--- src/rtl/clock_pkg.sv ---
// Shared types for the clock monitor.
//   clkmon_state_t : monitor FSM state encoding
//   MinSyncStages  : lower bound on synchronizer depth
package clock_pkg;

    typedef enum logic [1:0] {
        IDLE    = 2'd0,
        MEASURE = 2'd1,
        LOCKED  = 2'd2,
        LOST    = 2'd3
    } clkmon_state_t;

    localparam int unsigned MinSyncStages = 2;

endpackage : clock_pkg

--- src/rtl/sync_ff.sv ---
// Multi-flop synchronizer for a single asynchronous bit.
//   clk : destination clock
//   rst : synchronous active-high reset, clears every stage
//   d   : asynchronous input
//   q   : synchronized output (last stage)
module sync_ff #(
    parameter int unsigned Stages = 2
) (
    input  logic clk,
    input  logic rst,
    input  logic d,
    output logic q
);

    logic [Stages-1:0] chain;

    // Shift chain; stage 0 is the metastability-catching flop.
    always_ff @(posedge clk) begin
        if (rst) begin
            chain <= '0;
        end else begin
            chain <= {chain[Stages-2:0], d};
        end
    end

    assign q = chain[Stages-1];

endmodule : sync_ff

--- src/rtl/clock_monitor.sv ---
// Measures period and high time of a slow asynchronous clock and flags
// lock (stable period) and loss (no rising edge for MaxPeriod cycles).
//   clk, rst  : system clock, synchronous active-high reset
//   clk_in    : monitored asynchronous clock
//   edge_pos  : one-cycle strobe per detected rising edge of clk_in
//   edge_neg  : one-cycle strobe per detected falling edge of clk_in
//   period    : clk cycles between the last two rising edges
//   high_time : clk cycles from the last rising edge to the next falling edge
//   locked    : period stable within Tolerance
//   lost      : no rising edge seen for MaxPeriod cycles
module clock_monitor
    import clock_pkg::*;
#(
    parameter  int unsigned MaxPeriod  = 256,
    parameter  int unsigned Tolerance  = 1,
    parameter  int unsigned SyncStages = 2,
    localparam int unsigned W          = $clog2(MaxPeriod + 1)
) (
    input  logic         clk,
    input  logic         rst,
    input  logic         clk_in,
    output logic         edge_pos,
    output logic         edge_neg,
    output logic [W-1:0] period,
    output logic [W-1:0] high_time,
    output logic         locked,
    output logic         lost
);

    // Depth is clamped so a misconfigured instance still synchronizes safely.
    localparam int unsigned Stages = (SyncStages < MinSyncStages) ? MinSyncStages : SyncStages;

    logic          s;
    logic          s_d;
    logic          rise;
    logic          fall;
    logic [W-1:0]  cnt;
    logic [W:0]    diff;
    logic [W:0]    abs_diff;
    logic          in_tol;
    logic          timeout;
    logic          locked_nxt;
    logic          lost_nxt;
    clkmon_state_t state;
    clkmon_state_t next_state;

    sync_ff #(
        .Stages(Stages)
    ) u_sync (
        .clk(clk),
        .rst(rst),
        .d  (clk_in),
        .q  (s)
    );

    assign rise = s & ~s_d;
    assign fall = ~s & s_d;

    // One extra bit keeps the difference of two W-bit counts from wrapping.
    assign diff     = {1'b0, cnt} - {1'b0, period};
    assign abs_diff = diff[W] ? (W+1)'(-diff) : diff;
    assign in_tol   = (abs_diff <= (W+1)'(Tolerance));

    // A rise in the timeout cycle wins.
    assign timeout  = (cnt == W'(MaxPeriod)) && !rise;

    // Edge detect delay, strobes and measurement datapath.
    always_ff @(posedge clk) begin
        if (rst) begin
            s_d       <= 1'b0;
            edge_pos  <= 1'b0;
            edge_neg  <= 1'b0;
            cnt       <= '0;
            period    <= '0;
            high_time <= '0;
        end else begin
            s_d      <= s;
            edge_pos <= rise;
            edge_neg <= fall;
            if (rise) begin
                cnt <= W'(1);
            end else if (cnt != W'(MaxPeriod)) begin
                cnt <= cnt + W'(1);
            end
            if (rise && (state != IDLE)) begin
                period <= cnt;
            end
            if (fall && ((state == MEASURE) || (state == LOCKED))) begin
                high_time <= cnt;
            end
        end
    end

    // State register.
    always_ff @(posedge clk) begin
        if (rst) begin
            state <= IDLE;
        end else begin
            state <= next_state;
        end
    end

    // Next-state logic.
    always_comb begin
        next_state = state;
        case (state)
            IDLE: begin
                if (rise) next_state = MEASURE;
            end
            MEASURE: begin
                if (rise) begin
                    if (cnt >= W'(2)) next_state = LOCKED;
                end else if (timeout) begin
                    next_state = LOST;
                end
            end
            LOCKED: begin
                if (rise) begin
                    if (!in_tol) next_state = MEASURE;
                end else if (timeout) begin
                    next_state = LOST;
                end
            end
            LOST: begin
                if (rise) next_state = MEASURE;
            end
            default: next_state = IDLE;
        endcase
    end

    // Output decode; registered below so flags track the state register exactly.
    always_comb begin
        locked_nxt = 1'b0;
        lost_nxt   = 1'b0;
        locked_nxt = (next_state == LOCKED);
        lost_nxt   = (next_state == LOST);
    end

    always_ff @(posedge clk) begin
        if (rst) begin
            locked <= 1'b0;
            lost   <= 1'b0;
        end else begin
            locked <= locked_nxt;
            lost   <= lost_nxt;
        end
    end

endmodule : clock_monitor

--- config.mk ---
export PLATFORM = sky130hd
export DESIGN_NAME = clock_monitor
export DESIGN_NICKNAME = d
export VERILOG_FILES = /design/src/rtl/clock_pkg.sv /design/src/rtl/sync_ff.sv /design/src/rtl/clock_monitor.sv
export SDC_FILE = /design/constraint.sdc
export NUM_CORES = 1
export LEC_CHECK = 0
export ABC_AREA = 1
export CAP_MARGIN = 10
export CELL_PAD_IN_SITES_DETAIL_PLACEMENT = 0
export CELL_PAD_IN_SITES_GLOBAL_PLACEMENT = 1
export CORE_ASPECT_RATIO = 0.6
export CORE_MARGIN = 2
export CORE_UTILIZATION = 40
export DETAILED_ROUTE_END_ITERATION = 6
export GPL_ROUTABILITY_DRIVEN = 0
export MAX_ROUTING_LAYER = met4
export PLACE_DENSITY_LB_ADDON = 0.1
export SLEW_MARGIN = 0
export SYNTH_ARGS = -nofsm -noshare
export SYNTH_HDL_FRONTEND = slang
export SYNTH_SLANG_ARGS = --single-unit
export TNS_END_PERCENT = 50
--- constraint.sdc ---
create_clock -name clk -period 2.9 [get_ports clk]
set_clock_uncertainty 0.15 [all_clocks]
set_input_delay 0.87 -clock clk [delete_from_list [all_inputs] [get_ports clk]]
set_output_delay 0.87 -clock clk [all_outputs]
set_load 0.02 [all_outputs]
Figure 1. Drive-strength map (run 1).
The bar under the picture is 20 um long.
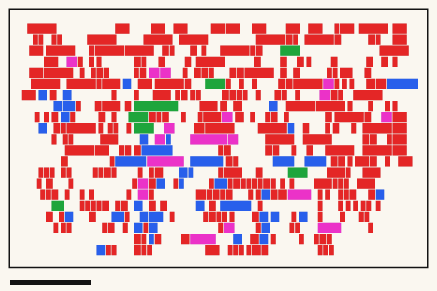
magenta -> _3 and _4 cells  # cells 18, share 4.5%
red -> _0 and _1 cells  # cells 336, share 84%
green -> _6 and larger  # cells 7, share 1.7%
blue -> _2 cells  # cells 41, share 10%
Layout Area Growth over Synthesis: 26.0%
final instance area: 0.00293 sq mm

Figure 2. Signal wires by layer (run 1).
The bar under the picture is 20 um long.
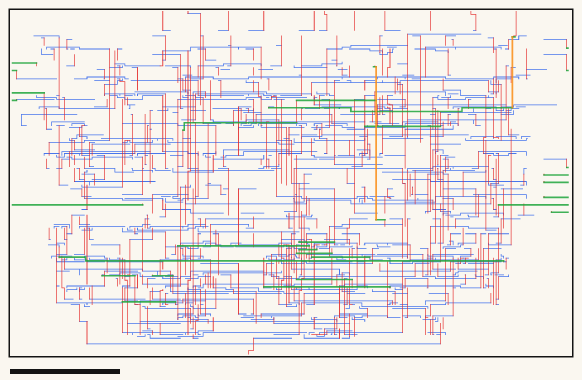
orange -> metal 4  # wire length 40.8 um
red -> metal 2  # wire length 2120 um
green -> metal 3  # wire length 348 um
blue -> metal 1  # wire length 3160 um
global-route usage over all layers: 0.201
via count of the routed design: 2269
sum of routed wire length over all layers: 5670 um
drt wl/cell: 11.8 um

==> metrics.json, run 1 <==
{
  "status": {"value": "finished clean"},
  "area.sequential": {"value": 726, "unit": "sq um"},
  "worst_r2r_startpoint": {"value": "cnt[0]"},
  "timing.critical_path.slowest_cell_delay": {"value": 370, "unit": "ps"},
  "report.final.setup_viol": {"value": 0},
  "rr_endpoint": {"value": "locked"},
  "io_buffer_count": {"value": 24},
  "io_pins": {"value": 25},
  "detailed_place.area": {"value": 0.00270, "unit": "sq mm"},
  "layout.nets": {"value": 420},
  "postSynthAreaPerCell": {"value": 6.37, "unit": "sq um"},
  "tritoncts": {"value": "done"},
  "synth_sequential_area_ratio": {"value": 0.310},
  "worstPathBufferInverterCount": {"value": 2},
  "synth.cell_area": {"value": 0.00232, "unit": "sq mm"},
  "logic_area": {"value": 0.00139, "unit": "sq mm"},
  "postSynthCellCount": {"value": 365},
  "worst_path_max_delay_cell": {"value": "sky130_fd_sc_hd__fa_2"},
  "hold_depth": {"value": 2},
  "layout-drive-gt1-share": {"value": 0.164},
  "yosysUniqueCellTypes": {"value": 24},
  "wire_length_of_the_first_global_routing_pass": {"value": 9910, "unit": "um"},
  "hold_path.startpoint": {"value": "u_sync.chain[0]"},
  "p_leak": {"value": 1.35, "unit": "nW"},
  "top_cells_by_area": {"value": "sky130_fd_sc_hd__dfxtp_1 (31%), sky130_fd_sc_hd__nand2_1 (14%), sky130_fd_sc_hd__inv_1 (11%)"},
  "worst-path-max-fanout": {"value": 4},
  "critical_path_required": {"value": 2990, "unit": "ps"},
  "maximum_level_of_the_cts_h_tree": {"value": 2},
  "worst_path_most_repeated_cell": {"value": "sky130_fd_sc_hd__nand2_1"},
  "timing.hold.ws": {"value": 254, "unit": "ps"},
  "timing.critical_path.to_type": {"value": "flip-flop"},
  "preCtsSetupSlack": {"value": 12.0, "unit": "ps"},
  "filler_cells": {"value": 579},
  "ctsHoldBuffers": {"value": 0},
  "root_buffer": {"value": "sky130_fd_sc_hd__clkbuf_8"},
  "drt-initial-drc-count": {"value": 134},
  "insertedDiodeCount": {"value": 0},
  "ff2ff_path_depth": {"value": 22},
  "timing_max_transition_violations_final": {"value": 0},
  "worstSkewPairLatency": {"value": 290, "unit": "ps"},
  "worstHoldEndpoint": {"value": "u_sync.chain[1]"},
  "yosysTopAreaCell": {"value": "sky130_fd_sc_hd__dfxtp_1"},
  "timing.critical_path.arrival": {"value": 2770, "unit": "ps"},
  "timing_worst_slew_pin_value": {"value": 575, "unit": "ps"},
  "cap_violations": {"value": 0},
  "post-synth-top-area-fraction": {"value": 0.310}
}
Figure 3. Cell outlines without signal wires (run 1).
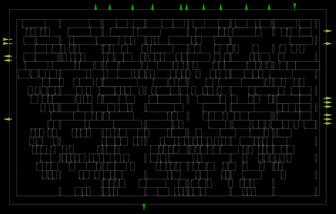
Core ar.: 0.00560 sq mm
well-tap cell count: 80

==> run 1: power by group <==
group	total (mW)	internal, mW	switching (mW)
clock	0.441	0.255	0.186
sequential	0.519	0.510	0.00903
combinational	0.452	0.167	0.284
==> run 1: per-layer routing <==
| layer | global-route usage | share of wire | vias to the layer above |
|---|---|---|---|
| met2 | 0.259 | 0.37 | 45 |
| met3 | 0.0682 | 0.061 | 5 |
| met4 | 0.0400 | 0.0071 | 0 |
| met1 | 0.301 | 0.56 | 997 |
| met5 | - | 0 | - |
| li1 | - | - | 1222 |
==> run 1: worst max-delay path by stage <==
| stage | start | endpoint | slack, ps | cells after the start |
|---|---|---|---|---|
| 2_1_floorplan | cnt[0] | state[0] | 350 | 23 |
| 3_3_place_gp | cnt[0] | locked | 70 | 23 |
| 3_5_place_dp | cnt[0] | locked | 10 | 23 |
| 4_1_cts | cnt[0] | locked | 2 | 23 |
| 5_1_grt | cnt[0] | locked | -10 | 19 |
| 6_report | cnt[0] | locked | 210 | 22 |
==> run 1: Yosys cell counts, drive strengths merged <==
cell,count
a21oi,35
nor3,3
a31oi,1
a211oi,2
nand3,34
inv,70
nand3b,1
ha,15
nand4,7
xnor2,1
o21ai,21
nand2,95
or2,3
nor2,32
buf,2
fa,1
dfxtp,36
clkbuf,6
==> run 1: cells in the final DEF (no fill, tap or decap), types with 2 or more instances in the layout <==
cell type / instances
sky130_fd_sc_hd__buf_4: 13
sky130_fd_sc_hd__a21oi_1: 30
sky130_fd_sc_hd__nor3_1: 3
sky130_fd_sc_hd__clkdlybuf4s50_1: 24
sky130_fd_sc_hd__nand3_1: 32
sky130_fd_sc_hd__dfxtp_1: 32
sky130_fd_sc_hd__ha_1: 11
sky130_fd_sc_hd__inv_2: 4
sky130_fd_sc_hd__ha_2: 2
sky130_fd_sc_hd__clkbuf_8: 5
sky130_fd_sc_hd__inv_1: 65
sky130_fd_sc_hd__nand2_1: 81
sky130_fd_sc_hd__ha_4: 2
sky130_fd_sc_hd__dfxtp_2: 4
sky130_fd_sc_hd__nor2_2: 8
sky130_fd_sc_hd__nor2_1: 24
sky130_fd_sc_hd__or2_2: 3
sky130_fd_sc_hd__a21oi_4: 2
sky130_fd_sc_hd__o21ai_0: 20
sky130_fd_sc_hd__nand2_2: 14
sky130_fd_sc_hd__a211oi_1: 2
sky130_fd_sc_hd__nand4_1: 7
sky130_fd_sc_hd__a21oi_2: 3
==> run 1: final cells by class <==
class	instances	area share
clock buffer	6	0.0248
sequential	36	0.248
clock inverter	2	0.0120
timing repair buffer	37	0.115
multi-input combinational	251	0.474
inverter	70	0.0915
tap	80	0.0342
==> run 1: repair_timing <==
item,CTS,global route
resized,0,32
setup endpoints to repair,0,4
setup buffers,0,3
==> run 1: registers in the layout, summed over array words and instances (netlist names) <==
register / cells
s_d: 1
period: 9
locked: 1
lost: 1
u_sync.chain: 2
cnt: 9
edge_pos: 1
state: 2
edge_neg: 1
high_time: 9
==> run 1: kinds of logic after synthesis <==
kind of cell,count (synthesis),synth area share
flops,36,0.310
fa+ha+maj,16,0.0894
simple gates,175,0.328
buf+inv,78,0.132
compound gates,59,0.136
xor+xnor,1,0.00377
Figure 4. The metal 3 layer (run 1).
The bar under the picture is 20 um long.
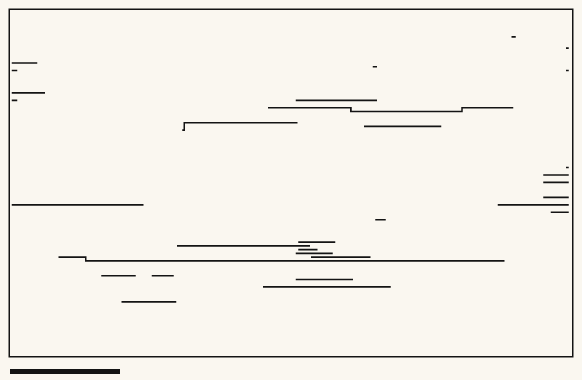

--- run 2 (diff from run 1) ---
--- a/config.mk
+++ b/config.mk
@@ -11,7 +11,8 @@
 export CELL_PAD_IN_SITES_GLOBAL_PLACEMENT = 1
 export CORE_ASPECT_RATIO = 0.6
 export CORE_MARGIN = 2
-export CORE_UTILIZATION = 40
+export CORE_UTILIZATION = 41
+export CTS_BUF_LIST = sky130_fd_sc_hd__clkbuf_4
 export DETAILED_ROUTE_END_ITERATION = 6
 export GPL_ROUTABILITY_DRIVEN = 0
 export MAX_ROUTING_LAYER = met4
Figure 5. The metal 3 layer (run 2).
The bar under the picture is 20 um long.
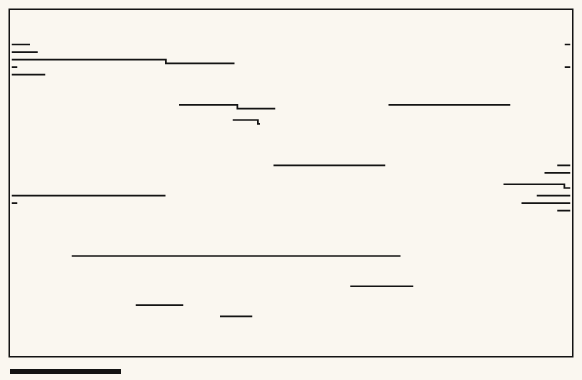
wire length on this layer = 267 um
share of all routed wire = 4.8%
main direction = horizontal
sum of routed wire length over all layers: 5560 um
via count of the routed design: 2240
global-route track usage on met3: 0.0462

==> run 2 against run 1 <==
Compared with the run above:
- combinational power shrank 6.2%
- largest cell class unchanged
- wire length shrank 1.9%
- critical path depth shrank 3
- area after synthesis is the same
- highest routed layer is now met3
- cell count shrank 2.9%
==> metrics.json, run 2 <==
{
  "status": {"value": "finished clean"},
  "insertedDiodeCount": {"value": 0},
  "report.final.setup_viol": {"value": 0},
  "timing_worst_slew_pin_value": {"value": 596, "unit": "ps"},
  "critical_path_required": {"value": 3030, "unit": "ps"},
  "largest_registers": {"value": "cnt (9), high_time (9), period (9)"},
  "cap_violations": {"value": 0},
  "core_area": {"value": 0.00552, "unit": "sq mm"},
  "top_cells_by_area": {"value": "sky130_fd_sc_hd__dfxtp_1 (31%), sky130_fd_sc_hd__nand2_1 (14%), sky130_fd_sc_hd__inv_1 (11%)"},
  "tritoncts": {"value": "done"},
  "layout.nets": {"value": 417},
  "grtUsageTotal": {"value": 0.193},
  "timing_max_transition_violations_final": {"value": 0},
  "yosysUniqueCellTypes": {"value": 24},
  "avgRoutedWirePerCell": {"value": 11.9, "unit": "um"},
  "postSynthCellCount": {"value": 365},
  "io_pins": {"value": 25},
  "edf_count": {"value": 0},
  "most_repeated_cell_in_the_gate_level_netlist_after_synthesis": {"value": "sky130_fd_sc_hd__nand2_1"},
  "io_buffer_count": {"value": 24},
  "drt-initial-drc-count": {"value": 91},
  "timing.critical_path.to_type": {"value": "flip-flop"},
  "yosysTopAreaCell": {"value": "sky130_fd_sc_hd__dfxtp_1"},
  "post-synth-top-area-fraction": {"value": 0.310},
  "wire_length_of_the_first_global_routing_pass": {"value": 9450, "unit": "um"},
  "preCtsSetupSlack": {"value": 92.2, "unit": "ps"},
  "async_flop_share": {"value": 0},
  "p_leak": {"value": 1.33, "unit": "nW"},
  "postSynth.topFlopCell": {"value": "sky130_fd_sc_hd__dfxtp_1"},
  "area_growth": {"value": 21.0, "unit": "%"},
  "timing.critical_path.arrival": {"value": 2810, "unit": "ps"},
  "synth_sequential_area_ratio": {"value": 0.310},
  "mostFrequentLayoutCells": {"value": "sky130_fd_sc_hd__nand2_1 (85), sky130_fd_sc_hd__inv_1 (66), sky130_fd_sc_hd__dfxtp_1 (33)"},
  "layout-drive-gt1-share": {"value": 0.135},
  "synth.cell_area": {"value": 0.00232, "unit": "sq mm"},
  "maximum_level_of_the_cts_h_tree": {"value": 2},
  "timing.critical_path.slowest_cell_delay": {"value": 570, "unit": "ps"}
}
run 2: timing repair:
item | in CTS | in global routing
buffers inserted | 0 | 1
setup endpoints to repair | 0 | 4
resized | 0 | 18
run 2: kinds of logic after synthesis:
logic type	count (synthesis)	synth area share
AND-OR/OR-AND	59	0.136
XOR/XNOR	1	0.00377
adder cells (fa/ha/maj)	16	0.0894
buffers and inverters	78	0.132
flip-flops	36	0.310
AND/OR/NAND/NOR	175	0.328
run 2: tightest hold or removal path: stages (launching register included):
cell	delay, ps
sky130_fd_sc_hd__dfxtp_1	310
sky130_fd_sc_hd__inv_1	40
sky130_fd_sc_hd__nor2_1	30
run 2: cell type report:
class	instances	area (sq um)
fill	576	2710
multi-input combinational	251	1340
sequential	36	724
timing repair buffer	34	315
inverter	70	265
tap	69	86.3
clock buffer	6	45.0
clock inverter	2	35.0
run 2: final timing paths:
kind                                 startpoint         endpoint  slack [ps]  cells past startpoint
worst min-delay path            u_sync.chain[0]  u_sync.chain[1]         260                      2
worst max-delay path                     cnt[0]           locked         220                     19
worst min register to register  u_sync.chain[0]  u_sync.chain[1]         260                      2
worst max register to register           cnt[0]           locked         220                     19
run 2: power breakdown:
group          leakage (nW)  switching, mW  internal (mW)
logic                 0.989          0.272          0.152
clock network        0.0456          0.168          0.190
registers             0.293        0.00845          0.510
total                  1.33          0.448          0.852
run 2: layer usage:
layer / global-route usage / part of all wire
met1: 0.312 / 0.58
met2: 0.243 / 0.37
met3: 0.0462 / 0.048
met4: 0.0203 / 0
met5: - / 0
run 2: stage by stage:
stage,std cells,hold WS [ps],cell area (sq um),util
global route,468,281,2810,0.510
CTS,467,259,2750,0.499
finish,468,259,2810,0.510
floorplan,365,238,2320,-
detailed placement,459,243,2670,0.484
global placement,459,242,2670,0.484
Power is estimated from default activity; no workload was simulated.
